`src/rtl/uart_bus_ctrl_if.sv`:
```
// Peripheral-bus side of uart_bus_ctrl: register access strobes, read data and interrupt.
// The core drives the master modport; the controller implements the slave modport.
interface uart_bus_ctrl_if;
    logic [3:0]  addr;
    logic        wr_en;
    logic        rd_en;
    logic [31:0] wdata;
    logic [31:0] rdata;
    logic        irq;

    modport master (output addr, wr_en, rd_en, wdata, input rdata, irq);
    modport slave  (input addr, wr_en, rd_en, wdata, output rdata, irq);
endinterface

```
`src/rtl/uart_bus_ctrl.sv`:
```
// Host-side UART controller: TX/RX byte FIFOs, send-handshake FSM, and a
// control/status register block with a level interrupt on the peripheral bus.
module uart_bus_ctrl #(
    parameter int FIFO_DEPTH = 4
) (
    input  logic             clk,
    input  logic             reset,
    uart_bus_ctrl_if.slave   bus,
    output logic             send,
    output logic [7:0]       data_in,
    output logic [1:0]       parity_type,
    output logic [1:0]       baud_rate,
    input  logic             tx_active_flag,
    input  logic             tx_done_flag,
    input  logic             rx_active_flag,
    input  logic             rx_done_flag,
    input  logic [7:0]       data_out,
    input  logic [2:0]       error_flag
);
    localparam int AW = $clog2(FIFO_DEPTH);
    localparam int CW = AW + 1;
    localparam logic [CW-1:0] FULL_CNT = CW'(FIFO_DEPTH);

    typedef enum logic [1:0] {IDLE, LAUNCH, WAIT_ACT, WAIT_DONE} tx_state_e;
    typedef enum logic [1:0] {REG_TXDATA, REG_RXDATA, REG_STATUS, REG_CTRL} reg_sel_e;

    tx_state_e   state;
    reg_sel_e    sel;
    logic        unused_bits;

    logic [7:0]    tx_mem [FIFO_DEPTH];
    logic [AW-1:0] tx_wr_ptr, tx_rd_ptr;
    logic [CW-1:0] tx_count;
    logic [7:0]    rx_mem [FIFO_DEPTH];
    logic [AW-1:0] rx_wr_ptr, rx_rd_ptr;
    logic [CW-1:0] rx_count;

    logic        tx_empty, tx_full, rx_empty, rx_full;
    logic        tx_push_req, tx_push, tx_pop;
    logic        rx_push_req, rx_push, rx_pop;
    logic        rx_done_prev, rx_edge;
    logic        tx_overflow, rx_overflow;
    logic [2:0]  err_sticky;
    logic        ie_rx, ie_tx;
    logic        status_wr, ctrl_wr;
    logic [31:0] status_clr;
    logic [31:0] read_mux;

    assign sel         = reg_sel_e'(bus.addr[3:2]);
    assign unused_bits = ^{bus.addr[1:0], bus.wdata[31:10]};

    // Full/empty come from the registered counts, i.e. the state at the start of the cycle.
    assign tx_empty = (tx_count == '0);
    assign tx_full  = (tx_count == FULL_CNT);
    assign rx_empty = (rx_count == '0);
    assign rx_full  = (rx_count == FULL_CNT);

    assign tx_push_req = bus.wr_en && (sel == REG_TXDATA);
    assign tx_push     = tx_push_req && !tx_full;
    assign tx_pop      = (state == IDLE) && !tx_empty && !tx_active_flag;

    assign rx_edge     = rx_done_flag && !rx_done_prev;
    assign rx_push_req = rx_edge && (error_flag == 3'b000);
    assign rx_push     = rx_push_req && !rx_full;
    assign rx_pop      = bus.rd_en && (sel == REG_RXDATA) && !rx_empty;

    assign status_wr  = bus.wr_en && (sel == REG_STATUS);
    assign ctrl_wr    = bus.wr_en && (sel == REG_CTRL);
    assign status_clr = status_wr ? bus.wdata : 32'h0;

    // NOTE: FIFO storage has no reset; the counts/pointers alone define which entries are valid.
    always_ff @(posedge clk) begin
        if (tx_push) tx_mem[tx_wr_ptr] <= bus.wdata[7:0];
        if (rx_push) rx_mem[rx_wr_ptr] <= data_out;
    end

    // NOTE: state registers use non-blocking assignments so every flop samples pre-edge values.
    always_ff @(posedge clk or negedge reset) begin
        if (!reset) begin
            tx_wr_ptr <= '0;
            tx_rd_ptr <= '0;
            tx_count  <= '0;
            rx_wr_ptr <= '0;
            rx_rd_ptr <= '0;
            rx_count  <= '0;
        end else begin
            if (tx_push) tx_wr_ptr <= tx_wr_ptr + 1'b1;
            if (tx_pop)  tx_rd_ptr <= tx_rd_ptr + 1'b1;
            tx_count <= tx_count + CW'(tx_push) - CW'(tx_pop);
            if (rx_push) rx_wr_ptr <= rx_wr_ptr + 1'b1;
            if (rx_pop)  rx_rd_ptr <= rx_rd_ptr + 1'b1;
            rx_count <= rx_count + CW'(rx_push) - CW'(rx_pop);
        end
    end

    // Sticky flags: a new event in the same cycle as a write-1-to-clear wins.
    always_ff @(posedge clk or negedge reset) begin
        if (!reset) begin
            rx_done_prev <= 1'b0;
            tx_overflow  <= 1'b0;
            rx_overflow  <= 1'b0;
            err_sticky   <= 3'b000;
            ie_rx        <= 1'b0;
            ie_tx        <= 1'b0;
            parity_type  <= 2'b00;
            baud_rate    <= 2'b00;
        end else begin
            rx_done_prev <= rx_done_flag;
            tx_overflow  <= (tx_overflow & ~status_clr[5]) | (tx_push_req & tx_full);
            rx_overflow  <= (rx_overflow & ~status_clr[6]) | (rx_push_req & rx_full);
            err_sticky   <= (err_sticky & ~status_clr[9:7]) | (rx_edge ? error_flag : 3'b000);
            if (ctrl_wr) begin
                ie_rx <= bus.wdata[4];
                ie_tx <= bus.wdata[5];
                // Line settings must not change under a frame in either direction.
                if (state == IDLE && !rx_active_flag) begin
                    parity_type <= bus.wdata[1:0];
                    baud_rate   <= bus.wdata[3:2];
                end
            end
        end
    end

    // NOTE: default assignment first keeps this block purely combinational (no latch).
    always_comb begin
        read_mux = 32'h0;
        case (sel)
            REG_RXDATA: read_mux = rx_empty ? 32'h0 : {23'h0, 1'b1, rx_mem[rx_rd_ptr]};
            REG_STATUS: read_mux = {22'h0, err_sticky, rx_overflow, tx_overflow,
                                    (state != IDLE), rx_full, rx_empty, tx_full, tx_empty};
            REG_CTRL:   read_mux = {26'h0, ie_tx, ie_rx, baud_rate, parity_type};
            default:    read_mux = 32'h0;
        endcase
    end

    always_ff @(posedge clk or negedge reset) begin
        if (!reset) begin
            bus.rdata <= 32'h0;
            bus.irq   <= 1'b0;
        end else begin
            if (bus.rd_en) bus.rdata <= read_mux;
            bus.irq <= (ie_rx & !rx_empty) | (ie_tx & tx_empty & (state == IDLE));
        end
    end

    // TX handshake: data_in is loaded only on a pop, so it stays put for the whole frame.
    always_ff @(posedge clk or negedge reset) begin
        if (!reset) begin
            state   <= IDLE;
            send    <= 1'b0;
            data_in <= 8'h00;
        end else begin
            send <= 1'b0;
            case (state)
                IDLE: begin
                    if (tx_pop) begin
                        data_in <= tx_mem[tx_rd_ptr];
                        send    <= 1'b1;
                        state   <= LAUNCH;
                    end
                end
                LAUNCH: state <= WAIT_ACT;
                WAIT_ACT: begin
                    if (tx_done_flag)        state <= IDLE;
                    else if (tx_active_flag) state <= WAIT_DONE;
                end
                WAIT_DONE: if (tx_done_flag) state <= IDLE;
                default: state <= IDLE;
            endcase
        end
    end
endmodule

```
`src/flat_wrapper.sv`:
```
// flat-port wrapper written by rule: the top's interface ports become plain ports
module uart_bus_ctrl_flat 
#(
    parameter int FIFO_DEPTH = 4
)
  (clk, reset, send, data_in, parity_type, baud_rate, tx_active_flag, tx_done_flag, rx_active_flag, rx_done_flag, data_out, error_flag, bus_addr, bus_wr_en, bus_rd_en, bus_wdata, bus_rdata, bus_irq);
  uart_bus_ctrl_if bus_i ();
  input  logic clk;
  input  logic reset;
  output logic send;
  output logic [7:0] data_in;
  output logic [1:0] parity_type;
  output logic [1:0] baud_rate;
  input  logic tx_active_flag;
  input  logic tx_done_flag;
  input  logic rx_active_flag;
  input  logic rx_done_flag;
  input  logic [7:0] data_out;
  input  logic [2:0] error_flag;
  input wire logic [$bits(bus_i.addr)-1:0] bus_addr;
  input wire logic [$bits(bus_i.wr_en)-1:0] bus_wr_en;
  input wire logic [$bits(bus_i.rd_en)-1:0] bus_rd_en;
  input wire logic [$bits(bus_i.wdata)-1:0] bus_wdata;
  output wire logic [$bits(bus_i.rdata)-1:0] bus_rdata;
  output wire logic [$bits(bus_i.irq)-1:0] bus_irq;
  assign bus_i.addr = bus_addr;
  assign bus_i.wr_en = bus_wr_en;
  assign bus_i.rd_en = bus_rd_en;
  assign bus_i.wdata = bus_wdata;
  assign bus_rdata = bus_i.rdata;
  assign bus_irq = bus_i.irq;
  uart_bus_ctrl #(.FIFO_DEPTH(FIFO_DEPTH)) u_core (.clk(clk), .reset(reset), .bus(bus_i), .send(send), .data_in(data_in), .parity_type(parity_type), .baud_rate(baud_rate), .tx_active_flag(tx_active_flag), .tx_done_flag(tx_done_flag), .rx_active_flag(rx_active_flag), .rx_done_flag(rx_done_flag), .data_out(data_out), .error_flag(error_flag));
endmodule
```
`config.mk`:
```
export PLATFORM = sky130hd
export DESIGN_NAME = uart_bus_ctrl_flat
export DESIGN_NICKNAME = d
export VERILOG_FILES = /design/src/rtl/uart_bus_ctrl_if.sv /design/src/rtl/uart_bus_ctrl.sv /design/src/flat_wrapper.sv
export SDC_FILE = /design/constraint.sdc
export NUM_CORES = 1
export LEC_CHECK = 0
export CORE_AREA = 2 2 101 103
export DETAILED_ROUTE_END_ITERATION = 8
export DIE_AREA = 0 0 103 105
export HOLD_SLACK_MARGIN = 0.12
export PLACE_DENSITY = 0.78
export SLEW_MARGIN = 30
export SYNTH_ARGS = -nofsm -noshare
export SYNTH_HDL_FRONTEND = slang
export SYNTH_SLANG_ARGS = --single-unit
```
`constraint.sdc`:
```
create_clock -name clk -period 3.1 [get_ports clk]
set_input_delay 0.62 -clock clk [delete_from_list [all_inputs] [get_ports clk]]
set_output_delay 0.62 -clock clk [all_outputs]
set_load 0.05 [all_outputs]
```
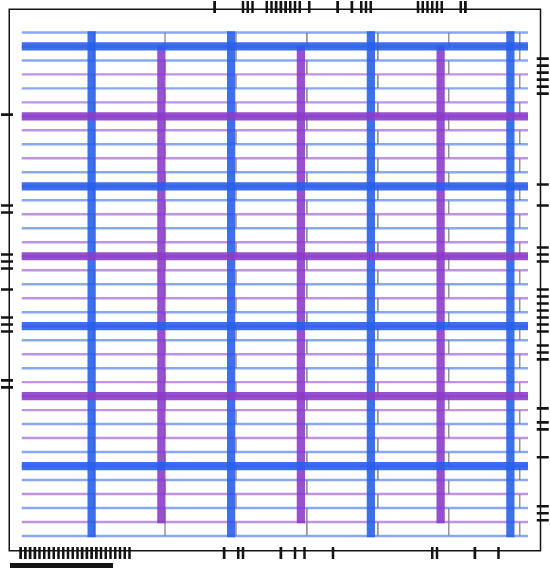
(images/power_grid.png)
Scale bar: 20 um. Pins as bars on the die edge. Tap cells in gray.
legend:
  purple:
    net: VDD
  blue:
    net: VSS
met4 straps: 7
tap cells: 133
met5 straps: 7
rows: 36
die span in x: 103 um
Core ar.: 0.009639 mm^2
die height: 105 um
VDD IR max: 0.0004031 V

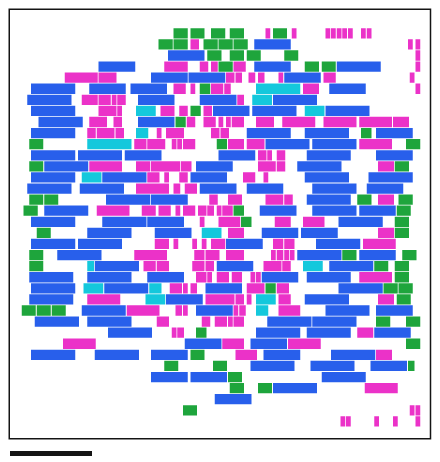
(images/placement_by_type.png)
Scale bar: 20 um.
legend:
  cyan:
    class: clock drivers and dummy loads
    cells: 15
    share_of_their_area: 3.9%
  green:
    class: other buffers and delay cells
    cells: 63
    share_of_their_area: 11%
  blue:
    class: flops
    cells: 112
    share_of_their_area: 57%
  magenta:
    class: combinational and other logic
    cells: 175
    share_of_their_area: 28%
Post-Route Utilization: 58.44%
row cnt: 36
final instance area: 0.005633 mm^2
sequential cell area share: 55.44%

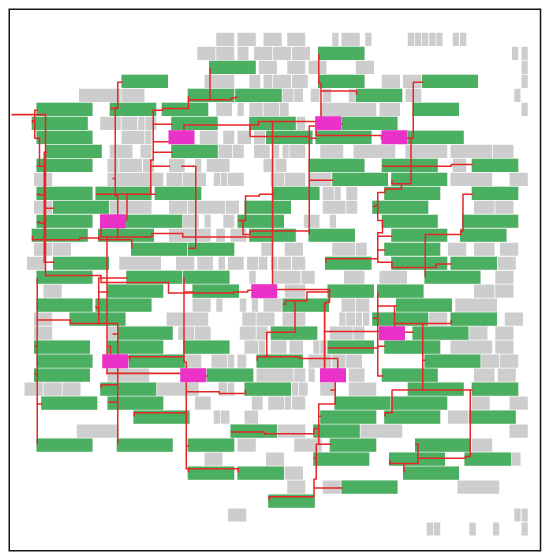
(images/clk_routes.png)
legend:
  red:
    item: clock wires
    length: 1140 um
  magenta:
    item: clock drivers
    count: 9
  green:
    item: flip-flops
    count: 112
routed clock nets: 10
flops lie: spread over the die
clk latency late pin: 380 ps
Worst Skew: 5.664 ps
clk pwr: 934 uW
Clock Power Share: 19.9%

==> worst max path at each step <==
stage / slack, ps / end / startpoint
4_1_cts: 740 / u_core.rx_count[2] / u_core.rx_count[2]
3_5_place_dp: 410 / u_core.rx_count[2] / bus_addr[2]
6_report: 750 / u_core.rx_count[2] / u_core.rx_count[2]
5_1_grt: 640 / u_core.rx_count[2] / u_core.rx_count[2]
3_3_place_gp: 430 / u_core.rx_count[2] / bus_addr[2]
2_1_floorplan: 750 / u_core.rx_count[2] / u_core.rx_count[2]
==> cells in the mapped netlist (3+ instances only) <==
cell and n:
mux2_2 12, xor2_1 4, a22o_1 8, nand3_1 5
dfrtp_1 48, mux2_4 4, a221o_1 4, ha_1 12
and3_1 3, nor2_1 7, mux4_2 16, xnor2_1 6
and2_1 10, edfxtp_1 64, clkbuf_1 5, nor2b_1 4
inv_1 19, or3_1 3, nand2_1 4, buf_2 4
buf_4 24, o21ai_0 6
==> worst max-delay path, delay by kind of cell, from the launching register on <==
family        cells  cell delay (ps)
flops             1              410
fa+ha+maj         3              820
simple gates      2              690
buf+inv           1               40
xor+xnor          2              280
==> flip-flops by register name, summed over array words and instances (netlist names), 2 cells and up <==
register	flops
u_core.tx_rd_ptr	2
u_core.rx_wr_ptr	2
u_core.rx_mem	32
u_core.rx_count	3
u_core.rx_rd_ptr	2
u_core.tx_count	3
u_core.baud_rate	2
u_core.state	2
u_core.err_sticky	3
u_core.tx_mem	32
u_core.parity_type	2
u_core.tx_wr_ptr	2
u_core.data_in	8
u_core.bus.rdata	10
==> layer usage <==
layer  part of all wire [%]  GRT usage, %
met5                      0             0
met4                    1.5         5.451
met3                    3.8         4.615
met2                     52         28.90
met1                     43         21.97
==> qor.csv <==
stage,metric,value,unit
run_status,status,finished clean,
yosys,synth.logic.top_family,multiplexers,
cts,h-tree-depth,3,
critical_path,crit_path_frequent_cell,ha_1,
detailed_routing,vias,2514,
yosys,async_reset_ff_share,42.86,%
cells_and_area,dominant_cells,sequential cells,
final_timing,max_slew_margin,56.27,%
placement,dp_hpwl,6253,um
pwr,combPwrFrac,34.3,%
final_timing,clock.fmax,0.4256,GHz
critical_path,cp.required,3370,ps
cts,cts_setup_buffers,0,
yosys,yosys_cells,299,
critical_path,reg2reg_slack,750,ps
yosys,yosys_warnings,0,
yosys,syn_avg_cell_area,15.99,um^2
yosys,syn_inst,299,
cts,cts_buffers,9,
die,fp-utilization,49.61,%
placement,place.gp.congestion,0.8007,
cells_and_area,comb_area,0.001454,mm^2
yosys,xor_share,1.832,%
critical_path,slowest_delay,470,ps
detailed_routing,routed_wl,8624,um
placement,placed_area,0.005418,mm^2
cells_and_area,nClkBuffers,9,
die,pin_count,101,
yosys,synth_area_leader_cell,edfxtp_1,
cells_and_area,final_nets,430,
cells_and_area,seq_cell_count,112,
final_timing,setup_viol,0,
critical_path,cp-end-kind,flip-flop,
cells_and_area,bufAreaShareNonClock,10.71,%
placement,dp_cells,483,
cells_and_area,flop_area,0.003123,mm^2
cts,path_clk_slew,100,ps
pwr,powerDensity,833.9,mW/mm^2
critical_path,crit_type,flip-flop to flip-flop,
cells_and_area,lay_top_count,edfxtp_1,
critical_path,worstRegToRegCells,8,
flow_run,maxCapViolations,0,
critical_path,critical_path.slowest_cell,or3_1,
cells_and_area,comb_share,25.81,%
Power figures rest on the tool's default switching activity, not on a simulated workload.
